===== src/rtl/exe_muldiv.sv =====
// Iterative MULT/MULTU/DIV/DIVU unit for the EX stage, writing HI/LO with a pipeline stall request.
// Optional MULDIV_FAST_MUL_EN: single-cycle combinational multiply; divides stay iterative.
module exe_muldiv #(
  parameter int unsigned WIDTH = 32
) (
  input  logic             clk,
  input  logic             rst,
  input  logic [WIDTH-1:0] ea,
  input  logic [WIDTH-1:0] b,
  input  logic             estart,
  input  logic [1:0]       emdop,
  input  logic             emfhilo,
  input  logic             eflush,
  output logic [WIDTH-1:0] hi,
  output logic [WIDTH-1:0] lo,
  output logic             busy,
  output logic             done,
  output logic             stall
);

  localparam int unsigned CW = $clog2(WIDTH);

  typedef enum logic [1:0] {IDLE, CALC, FIN} state_t;

  state_t           state, state_nx;
  logic [CW-1:0]    cnt;
  logic [WIDTH-1:0] hreg, lreg, breg;
  logic             op_mul, neg_q, neg_r, dz;

  logic             accept, op_is_mul, sgn;
  logic [WIDTH-1:0] a_abs, b_abs;
  logic [WIDTH:0]   msum, dtmp;
  logic [WIDTH-1:0] ddiff;
  logic             dge;
  logic [2*WIDTH-1:0] prod_fin;
  logic [WIDTH-1:0] hi_fin, lo_fin;

  assign op_is_mul = ~emdop[1];
  assign sgn       = ~emdop[0];
  assign a_abs     = (sgn && ea[WIDTH-1]) ? -ea : ea;
  assign b_abs     = (sgn && b[WIDTH-1])  ? -b  : b;
  assign accept    = (state == IDLE) & estart & ~eflush;

  assign busy  = (state != IDLE);
  assign stall = busy & (estart | emfhilo);

  always_ff @(posedge clk or posedge rst) begin
    if (rst) state <= IDLE;
    else     state <= state_nx;
  end

  always_comb begin
    state_nx = state;
    unique case (state)
      IDLE: begin
`ifdef MULDIV_FAST_MUL_EN
        if (accept) state_nx = op_is_mul ? FIN : CALC;
`else
        if (accept) state_nx = CALC;
`endif
      end
      CALC: begin
        if (eflush)                      state_nx = IDLE;
        else if (cnt == CW'(WIDTH - 1))  state_nx = FIN;
      end
      FIN:     state_nx = IDLE;
      default: state_nx = IDLE;
    endcase
  end

  // hreg/lreg hold {partial product, multiplier} or {remainder, dividend/quotient}
  always_comb begin
    msum     = {1'b0, hreg} + (lreg[0] ? {1'b0, breg} : '0);
    dtmp     = {hreg, lreg[WIDTH-1]};
    dge      = (dtmp >= {1'b0, breg});
    ddiff    = dtmp[WIDTH-1:0] - breg;
    prod_fin = neg_q ? -{hreg, lreg} : {hreg, lreg};
    hi_fin   = '0;
    lo_fin   = '0;
    if (op_mul) begin
      hi_fin = prod_fin[2*WIDTH-1:WIDTH];
      lo_fin = prod_fin[WIDTH-1:0];
    end else begin
      hi_fin = neg_r ? -hreg : hreg;
      lo_fin = dz ? '1 : (neg_q ? -lreg : lreg);
    end
  end

  always_ff @(posedge clk or posedge rst) begin
    if (rst) begin
      cnt    <= '0;
      hreg   <= '0;
      lreg   <= '0;
      breg   <= '0;
      op_mul <= 1'b0;
      neg_q  <= 1'b0;
      neg_r  <= 1'b0;
      dz     <= 1'b0;
      hi     <= '0;
      lo     <= '0;
      done   <= 1'b0;
    end else begin
      done <= 1'b0;
      unique case (state)
        IDLE: begin
          if (accept) begin
            cnt    <= '0;
            op_mul <= op_is_mul;
            neg_q  <= sgn & (ea[WIDTH-1] ^ b[WIDTH-1]);
            neg_r  <= sgn & ea[WIDTH-1];
            dz     <= ~op_is_mul & (b == '0);
            hreg   <= '0;
            breg   <= op_is_mul ? a_abs : b_abs;
            lreg   <= op_is_mul ? b_abs : a_abs;
`ifdef MULDIV_FAST_MUL_EN
            if (op_is_mul) {hreg, lreg} <= {{WIDTH{1'b0}}, a_abs} * {{WIDTH{1'b0}}, b_abs};
`endif
          end
        end
        CALC: begin
          cnt <= cnt + 1'b1;
          if (op_mul) begin
            hreg <= msum[WIDTH:1];
            lreg <= {msum[0], lreg[WIDTH-1:1]};
          end else begin
            hreg <= dge ? ddiff : dtmp[WIDTH-1:0];
            lreg <= {lreg[WIDTH-2:0], dge};
          end
        end
        FIN: begin
          if (!eflush) begin
            hi   <= hi_fin;
            lo   <= lo_fin;
            done <= 1'b1;
          end
        end
        default: ;
      endcase
    end
  end

endmodule


===== config.mk =====
export PLATFORM = sky130hd
export DESIGN_NAME = exe_muldiv
export DESIGN_NICKNAME = d
export VERILOG_FILES = /design/src/rtl/exe_muldiv.sv
export SDC_FILE = /design/constraint.sdc
export NUM_CORES = 1
export LEC_CHECK = 0
export CORE_ASPECT_RATIO = 1.25
export CORE_MARGIN = 3
export CORE_UTILIZATION = 65
export DETAILED_ROUTE_END_ITERATION = 8
export DONT_BUFFER_PORTS = 1
export GPL_TIMING_DRIVEN = 1
export MAX_ROUTING_LAYER = met4
export PLACE_DENSITY_LB_ADDON = 0.2
export REMOVE_ABC_BUFFERS = 1
export SLEW_MARGIN = 20
export SYNTH_ARGS = -nofsm -noshare
export SYNTH_HDL_FRONTEND = slang
export SYNTH_SLANG_ARGS = --single-unit

===== constraint.sdc =====
create_clock -name clk -period 8.65 [get_ports clk]
set_input_delay 2.1625 -clock clk [delete_from_list [all_inputs] [get_ports clk]]
set_output_delay 2.1625 -clock clk [all_outputs]
set_load 0.02 [all_outputs]

### Cell outlines without signal wires, run 1

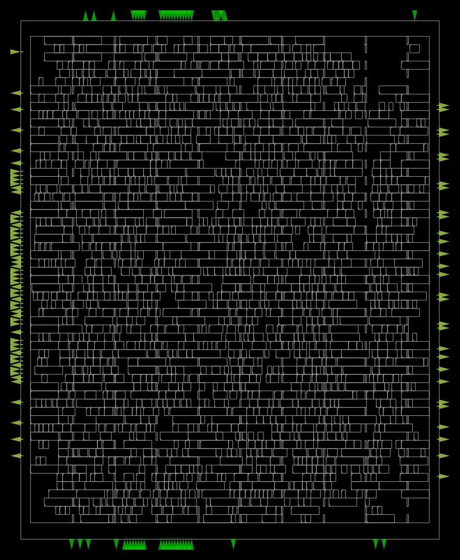
Seq/total area: 0.290
Row Count: 59
# Taps: 274
Layout Cells excl Fill: 2007

### Placed cells, one colour a class, run 1

Fill, decap, tap and diode cells in grey.
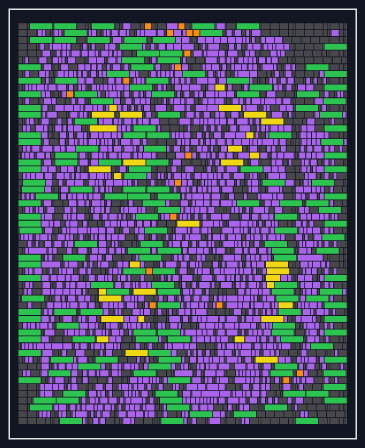
| class | colour | cells | share of their area |
|---|---|---|---|
| clock drivers and dummy loads | yellow | 32 | 4.2% |
| remaining buffers and delay cells | orange | 17 | 0.88% |
| combinational and other logic | purple | 1512 | 65% |
| sequential cells | green | 172 | 30% |

### Met2 routing, run 1

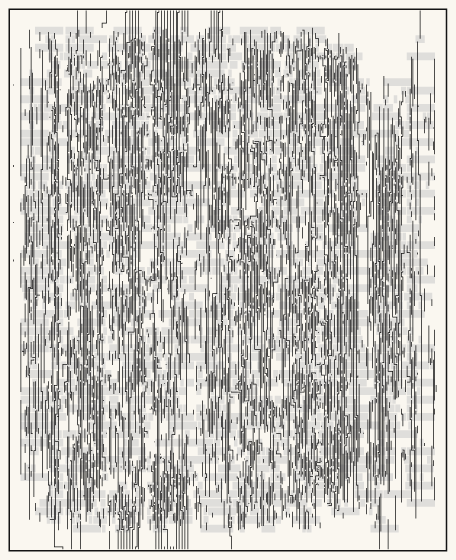
share of all routed wire: 48%
longest straight run: 89.1 um
wire length on this layer: 19700 um
nets with wire on the layer: 1491

==> ci_impl_report.md, run 1 <==
## Implementation flow summary

| Metric | Value |
|---|---|
| Share of layout cells above drive strength 1 | 0.0485 |
| Seq cells post-synth | 172 |
| Slack of the worst reg-to-reg path | 4220 ps |
| Dominant comb cell | AND-OR/OR-AND gates |
| Vias/cell | 6.65 |
| Crit share post-route | 0.528 |
| Hold wc startpoint | breg[7] |
| Leading area contributor after synthesis | dfrtp_1 |
| Critical Path Slowest Stage Cell | o21a_1 |
| YS chip area | 0.0142 mm^2 |
| Endpoint of the worst hold-timing path | breg[7] |
| Reg2reg end | hreg[27] |
| Reg area | 0.00431 mm^2 |
| Total die size | 0.0236 mm^2 |
| Crit. Startpoint | estart |
| Clk buf depth | 2 |
| Vias in the first global route | 12800 |
| CP arrival | 2410 ps |
| Combinational gate area | 0.00921 mm^2 |
| Routed wire length | 41.2 mm |
| WP buf/inv | 0 |
| CTS H-tree lvls | 4 |
| Final clock-cell share | 0.0413 |
| Yosys cell count | 1792 |
| Synthesized instance count | 1792 |
| Top cell excl fill/tap | nand2_1 |
| Async SR Flop Fraction | 1.00 |
| Max Cap Viol | 0 |
| WP depth | 1 |
| Power Density | 313 mW/mm^2 |
| Placed standard-cell area | 0.0142 mm^2 |
| Cell internal pwr | 0.00243 W |
| Worst setup EP type | output pin |
| Setup violations, final | 0 |
| Bufs w/o clock | 17 |
| All-layer global routing usage | 0.351 |
| NetSw | 0.00222 W |
| Fmax | 219 MHz |
| WL per Instance | 20.5 um |
| Slew @ Worst Pin | 1180 ps |
| Pre-CTS WS | 3750 ps |
| First-pass detailed-route iteration total | 6 |
| Met3 usage | 0.0649 |
| Clk Latency, worst-skew pair | 450 ps |
| CP cell instances | o21a_1 |
| Routed met1 length | 16.4 mm |
| Comb pwr share | 0.537 |
| Status | completed |
| Synth warn | 0 |
| Main power group | combinational logic |
| Crit-path max cell delay | 240 ps |
| Tot Pwr | 0.00465 W |
| Non-clk invs | 68 |
| Fin area | 0.0149 mm^2 |
| Total Neg Setup Slack | 0 ps |
| Cell depth of the worst hold path | 2 |
| Syn avg cell area | 7.91 um^2 |
| Seq pwr | 0.00136 W |
| Worst r2r src | lreg[0] |
| Startpoint Class | input pin |
| Clk power | 0.000799 W |
| Post-synth cell types | 80 |
| Post-DRT Antenna Nets | 0 |
| Dpl cells | 1975 |
| Met2 wire len | 19.7 mm |
| Peak supply drop | 0.000181 V |
| Pin count of the biggest net entering global routing | 94 |
| Leakage | 6.45 nW |
| CTS tree | yes |
| Min Tclk post-route | 4570 ps |
| Synth Seq Share | 0.304 |
| Fillcell total | 1723 |
| Seq pwr share | 0.292 |
| Port bufs | 0 |
| CP required | 6490 ps |
| Area grow syn2layout | 4.88% |
| # diodes | 0 |
| Setup Buffers After CTS | 0 |
| Hold-fix buffers, CTS | 0 |
| Switching share of power | 0.478 |
| Num ports | 138 |
| Top class by area | logic gates |
| Top routing layer in use | met4 |
| Die W | 138 um |
| XORs/XNORs by Area | 0.105 |
| Crit path kind | input pin to output pin |
| CTS sink count | 172 |
| Combinational cell power | 0.00250 W |
| Top_reg_cell synth | dfrtp_1 |
| Met1 Use GR | 0.426 |
| Initial antenna violation count | 0 |
| Most Used Layer, Global Route | met2 |
| Final worst slack | 4080 ps |
| Hold Vio Cnt, Final | 0 |
| GP Congestion | 0.994 |
| Clock transition at path regs | 70 ps |
| Worst r2r path cells | 12 |
| Final Core Density | 0.704 |
| Final nets | 1863 |
| Top cells excl fill/tap | nand2_1 (197), dfrtp_1 (171), nor2_1 (161) |
| Global-route wire length before repair | 66.0 mm |
| Multiplexer share | 0.0280 |
| RSZ-0062 raised after global routing | false |
| Flops | 172 |
| WL met3 | 3.56 mm |
| Yosys aoi share | 0.261 |
| Grt ovf | 0 |
| Min-delay worst type | flop to flop |
| Family with the most delay on the worst path | AND-OR/OR-AND gates |
| Worst Setup EP | stall |
| Min Hold Slack | 483 ps |
| Headroom to the max-slew limit | 0.211 |
| Basic Gates by Area | 0.190 |
| CP Max Fanout | 3 |
| DPL Wire Length | 29.9 mm |
| Combinational share of cell area | 0.620 |
| Die H | 171 um |
| FP Core Util | 0.671 |
run 1: synthesized netlist by cell type, types with 4 or more instances:
library cell  number
a211oi_1          52
a21boi_0           4
a21o_1            39
a21oi_1          158
a22o_1             6
a22oi_1            5
a31oi_1           29
and2_1            16
and3_1            12
buf_1             13
buf_2              6
clkbuf_1          88
dfrtp_1          172
ha_1              70
inv_1             67
mux2_2             5
mux2i_1           34
nand2_1          197
nand2b_1          22
nand3_1           33
nand4_1           13
nor2_1           162
nor2b_1           13
nor3_1            29
nor4_1            15
o211ai_1          43
o21a_1             6
o21ai_0          130
o21ai_1           42
o21bai_1           9
o31ai_1           19
o41ai_1            9
or2_2              5
or3_1             17
or4_1             11
xnor2_1           86
xor2_1            84
### Port wiring, run 1

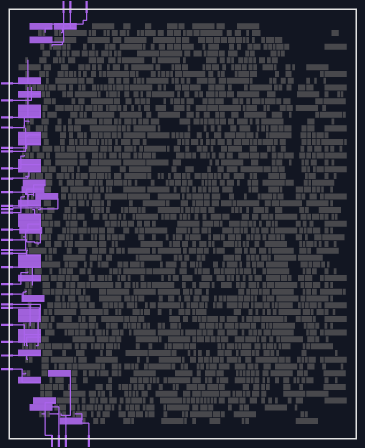

==> run 1 -> run 2 <==
clock period = 4.7 ns   (was 8.65 ns; I/O delays follow)
### Port wiring, run 2

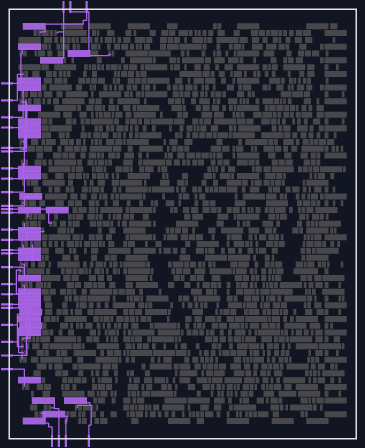
| port | colour | direction | edge | end cells | buffers | wire |
|---|---|---|---|---|---|---|
| lo | purple | output | 25 west, 4 south, 3 north | 32 | 0 | 690 um |

### Placed cells, one colour a class, run 2

Fill, decap, tap and diode cells in grey.
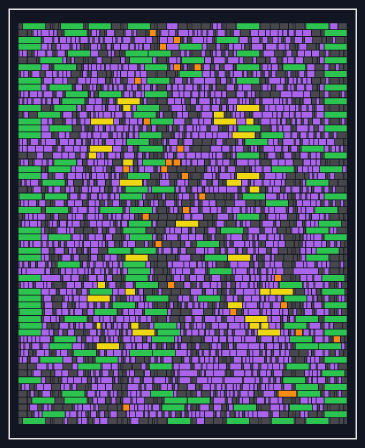
| class | colour | cells | share of their area |
|---|---|---|---|
| clock drivers and dummy loads | yellow | 32 | 4.0% |
| sequential cells | green | 172 | 30% |
| combinational and other logic | purple | 1512 | 65% |
| remaining buffers and delay cells | orange | 25 | 1.4% |

==> run 2 against run 1 <==
  * Wire length up 2.4%
  * Combinational power up 86%
  * Sequential power up 81%
  * First-iteration DRC count down 14%
  * Critical path depth up 12
  * Design area up 0.31%
  * Total power up 84%
  * Via count down 0.35%
  * Clock skew down 1.4 ps
  * Non-clock buffer count up 8
  * Worst hold slack better by 7.7 ps
  * Global-route usage up 1.2 points
  * Highest routed layer unchanged
==> ci_impl_report.md, run 2 <==
## Implementation flow summary

| Metric | Value |
|---|---|
| Status | completed (unchanged) |
| Post-DRT Antenna Nets | 0 (unchanged) |
| Seq/total area | 0.289 (was 0.290) |
| Met1 Use GR | 0.452 (was 0.426) |
| Worst r2r path cells | 13 (was 12) |
| WL met3 | 3.80 mm (was 3.56 mm) |
| Grt ovf | 0 (unchanged) |
| CTS tree | yes (unchanged) |
| # Taps | 274 (unchanged) |
| Top routing layer in use | met4 (unchanged) |
| Comb pwr share | 0.544 (was 0.537) |
| Port bufs | 0 (unchanged) |
| Power Density | 575 mW/mm^2 (was 313 mW/mm^2) |
| Max Cap Viol | 0 (unchanged) |
| Non-clk invs | 68 (unchanged) |
| Seq cells post-synth | 172 (unchanged) |
| WL per Instance | 21.0 um (was 20.5 um) |
| Post-synth cell types | 80 (unchanged) |
| YS chip area | 0.0142 mm^2 (unchanged) |
| CTS sink count | 172 (unchanged) |
| Reg2reg end | hreg[29] (was hreg[27]) |
| Worst r2r src | lreg[0] (unchanged) |
| Critical Path Slowest Stage Cell | a2111oi_0 (was o21a_1) |
| NetSw | 0.00413 W (was 0.00222 W) |
| Family with the most delay on the worst path | AND-OR/OR-AND gates (unchanged) |
| Synth Seq Share | 0.304 (unchanged) |
| Top cell excl fill/tap | nand2_1 (unchanged) |
| Slack of the worst reg-to-reg path | 940 ps (was 4220 ps) |
| CP arrival | 4100 ps (was 2410 ps) |
| Final clock-cell share | 0.0391 (was 0.0413) |
| Peak supply drop | 0.000319 V (was 0.000181 V) |
| FP Core Util | 0.671 (unchanged) |
| Main power group | combinational logic (unchanged) |
| Initial antenna violation count | 0 (unchanged) |
| Leading area contributor after synthesis | dfrtp_1 (unchanged) |
| Cell internal pwr | 0.00443 W (was 0.00243 W) |
| Fmax | 266 MHz |
| Most Used Layer, Global Route | met2 (unchanged) |
| Flops | 172 (unchanged) |
| All-layer global routing usage | 0.364 (was 0.351) |
| Min-delay worst type | flop to flop (unchanged) |
| Layout Cells excl Fill | 2015 (was 2007) |
| Headroom to the max-slew limit | 0.286 (was 0.211) |
| Yosys top cell by instances | nand2_1 (unchanged) |
| GP Congestion | 0.969 (was 0.994) |
| Async SR Flop Fraction | 1.00 (unchanged) |
| Seq pwr share | 0.288 (was 0.292) |
| Worst Setup EP | hreg[29] (was stall) |
| Routed wire length | 42.2 mm (was 41.2 mm) |
| Die W | 138 um (unchanged) |
| Switching share of power | 0.482 (was 0.478) |
| Startpoint Class | flop (was input pin) |
| Min Tclk post-route | 3760 ps |
| Number of multi-input logic gates | 1444 (unchanged) |
| Routed met1 length | 17.1 mm (was 16.4 mm) |
| Crit share post-route | 0.800 |
| Area grow syn2layout | 5.21% (was 4.88%) |
| Final worst slack | 938 ps (was 4080 ps) |
| Leakage | 6.49 nW (was 6.45 nW) |
| Syn avg cell area | 7.91 um^2 (unchanged) |
| Final Core Density | 0.706 (was 0.704) |
| RSZ-0062 raised after global routing | false (unchanged) |
| Combinational share of cell area | 0.618 (was 0.620) |
| Clk power | 0.00144 W (was 0.000799 W) |
| Share of layout cells above drive strength 1 | 0.0523 (was 0.0485) |
| Yosys cell count | 1792 (unchanged) |
| Total die size | 0.0236 mm^2 (unchanged) |
| Pin count of the biggest net entering global routing | 108 (was 94) |
| Hold-fix buffers, CTS | 0 (unchanged) |
| Bufs w/o clock | 25 (was 17) |
| CTS H-tree lvls | 4 (unchanged) |
| Crit-path max cell delay | 480 ps (was 240 ps) |
| Final nets | 1871 (was 1863) |
| Crit. Startpoint | lreg[0] (was estart) |
| Met3 usage | 0.0763 (was 0.0649) |
| Hold Vio Cnt, Final | 0 (unchanged) |
| Tot Pwr | 0.00857 W (was 0.00465 W) |
| Fillcell total | 1766 (was 1723) |
| Cell depth of the worst hold path | 2 (unchanged) |
| # diodes | 0 (unchanged) |
| Combinational gate area | 0.00922 mm^2 (was 0.00921 mm^2) |
| Dpl cells | 1983 (was 1975) |
| Die H | 171 um (unchanged) |
| Vias/cell | 6.60 (was 6.65) |
| Global-route wire length before repair | 68.0 mm (was 66.0 mm) |
| Top_reg_cell synth | dfrtp_1 (unchanged) |
| Setup Buffers After CTS | 0 (unchanged) |
| Hold wc startpoint | breg[2] (was breg[7]) |
| CP cell instances | inv_1 > buf_4 > nor2_1 > ha_1 > a21oi_1 > o21ai_0 > nand2_1 > a31oi_1 > a22oi_1 > o21ai_1 > a2111oi_0 > a211oi_1 > a22o_1 (was o21a_1) |
| WP depth | 13 (was 1) |
| Pre-CTS WS | 1100 ps (was 3750 ps) |
| Synthesized instance count | 1792 (unchanged) |
| Top cells excl fill/tap | nand2_1 (197), dfrtp_1 (171), nor2_1 (161) (unchanged) |
| Most frequent cells after synthesis | nand2_1 (197), dfrtp_1 (172), nor2_1 (162) (unchanged) |
| Fin area | 0.0149 mm^2 (about the same) |
| Top class by area | logic gates (unchanged) |
| Worst setup EP type | flop (was output pin) |
| Clock transition at path regs | 80 ps (was 70 ps) |
| WP buf/inv | 2 (was 0) |
| Seq pwr | 0.00246 W (was 0.00136 W) |
| First-pass detailed-route iteration total | 6 (unchanged) |
| DPL Wire Length | 30.9 mm (was 29.9 mm) |
| Slew @ Worst Pin | 1070 ps (was 1180 ps) |
| Num ports | 138 (unchanged) |
[run 2: cell types whose count changed in the layout (fill, tap and decap cells not counted), sizes merged]
| cell | before | now |
|---|---|---|
| clkinvlp | 1 | 0 |
| clkinv | 6 | 4 |
| clkbuf | 18 | 17 |
| buf | 17 | 25 |
| inv | 74 | 79 |
| bufinv | 1 | 0 |
[run 2: kinds of logic after synthesis]
logic type | Yosys count | share of synthesized area
buffers and inverters | 176 | 0.0477
xor gates and xnor gates | 170 | 0.105
and+or+nand+nor | 570 | 0.190
AOI/OAI and AO/OA | 593 | 0.261
muxes | 39 | 0.0280
DFF | 172 | 0.304
adders and majority gates | 72 | 0.0646
Power is estimated from default activity; no workload was simulated.
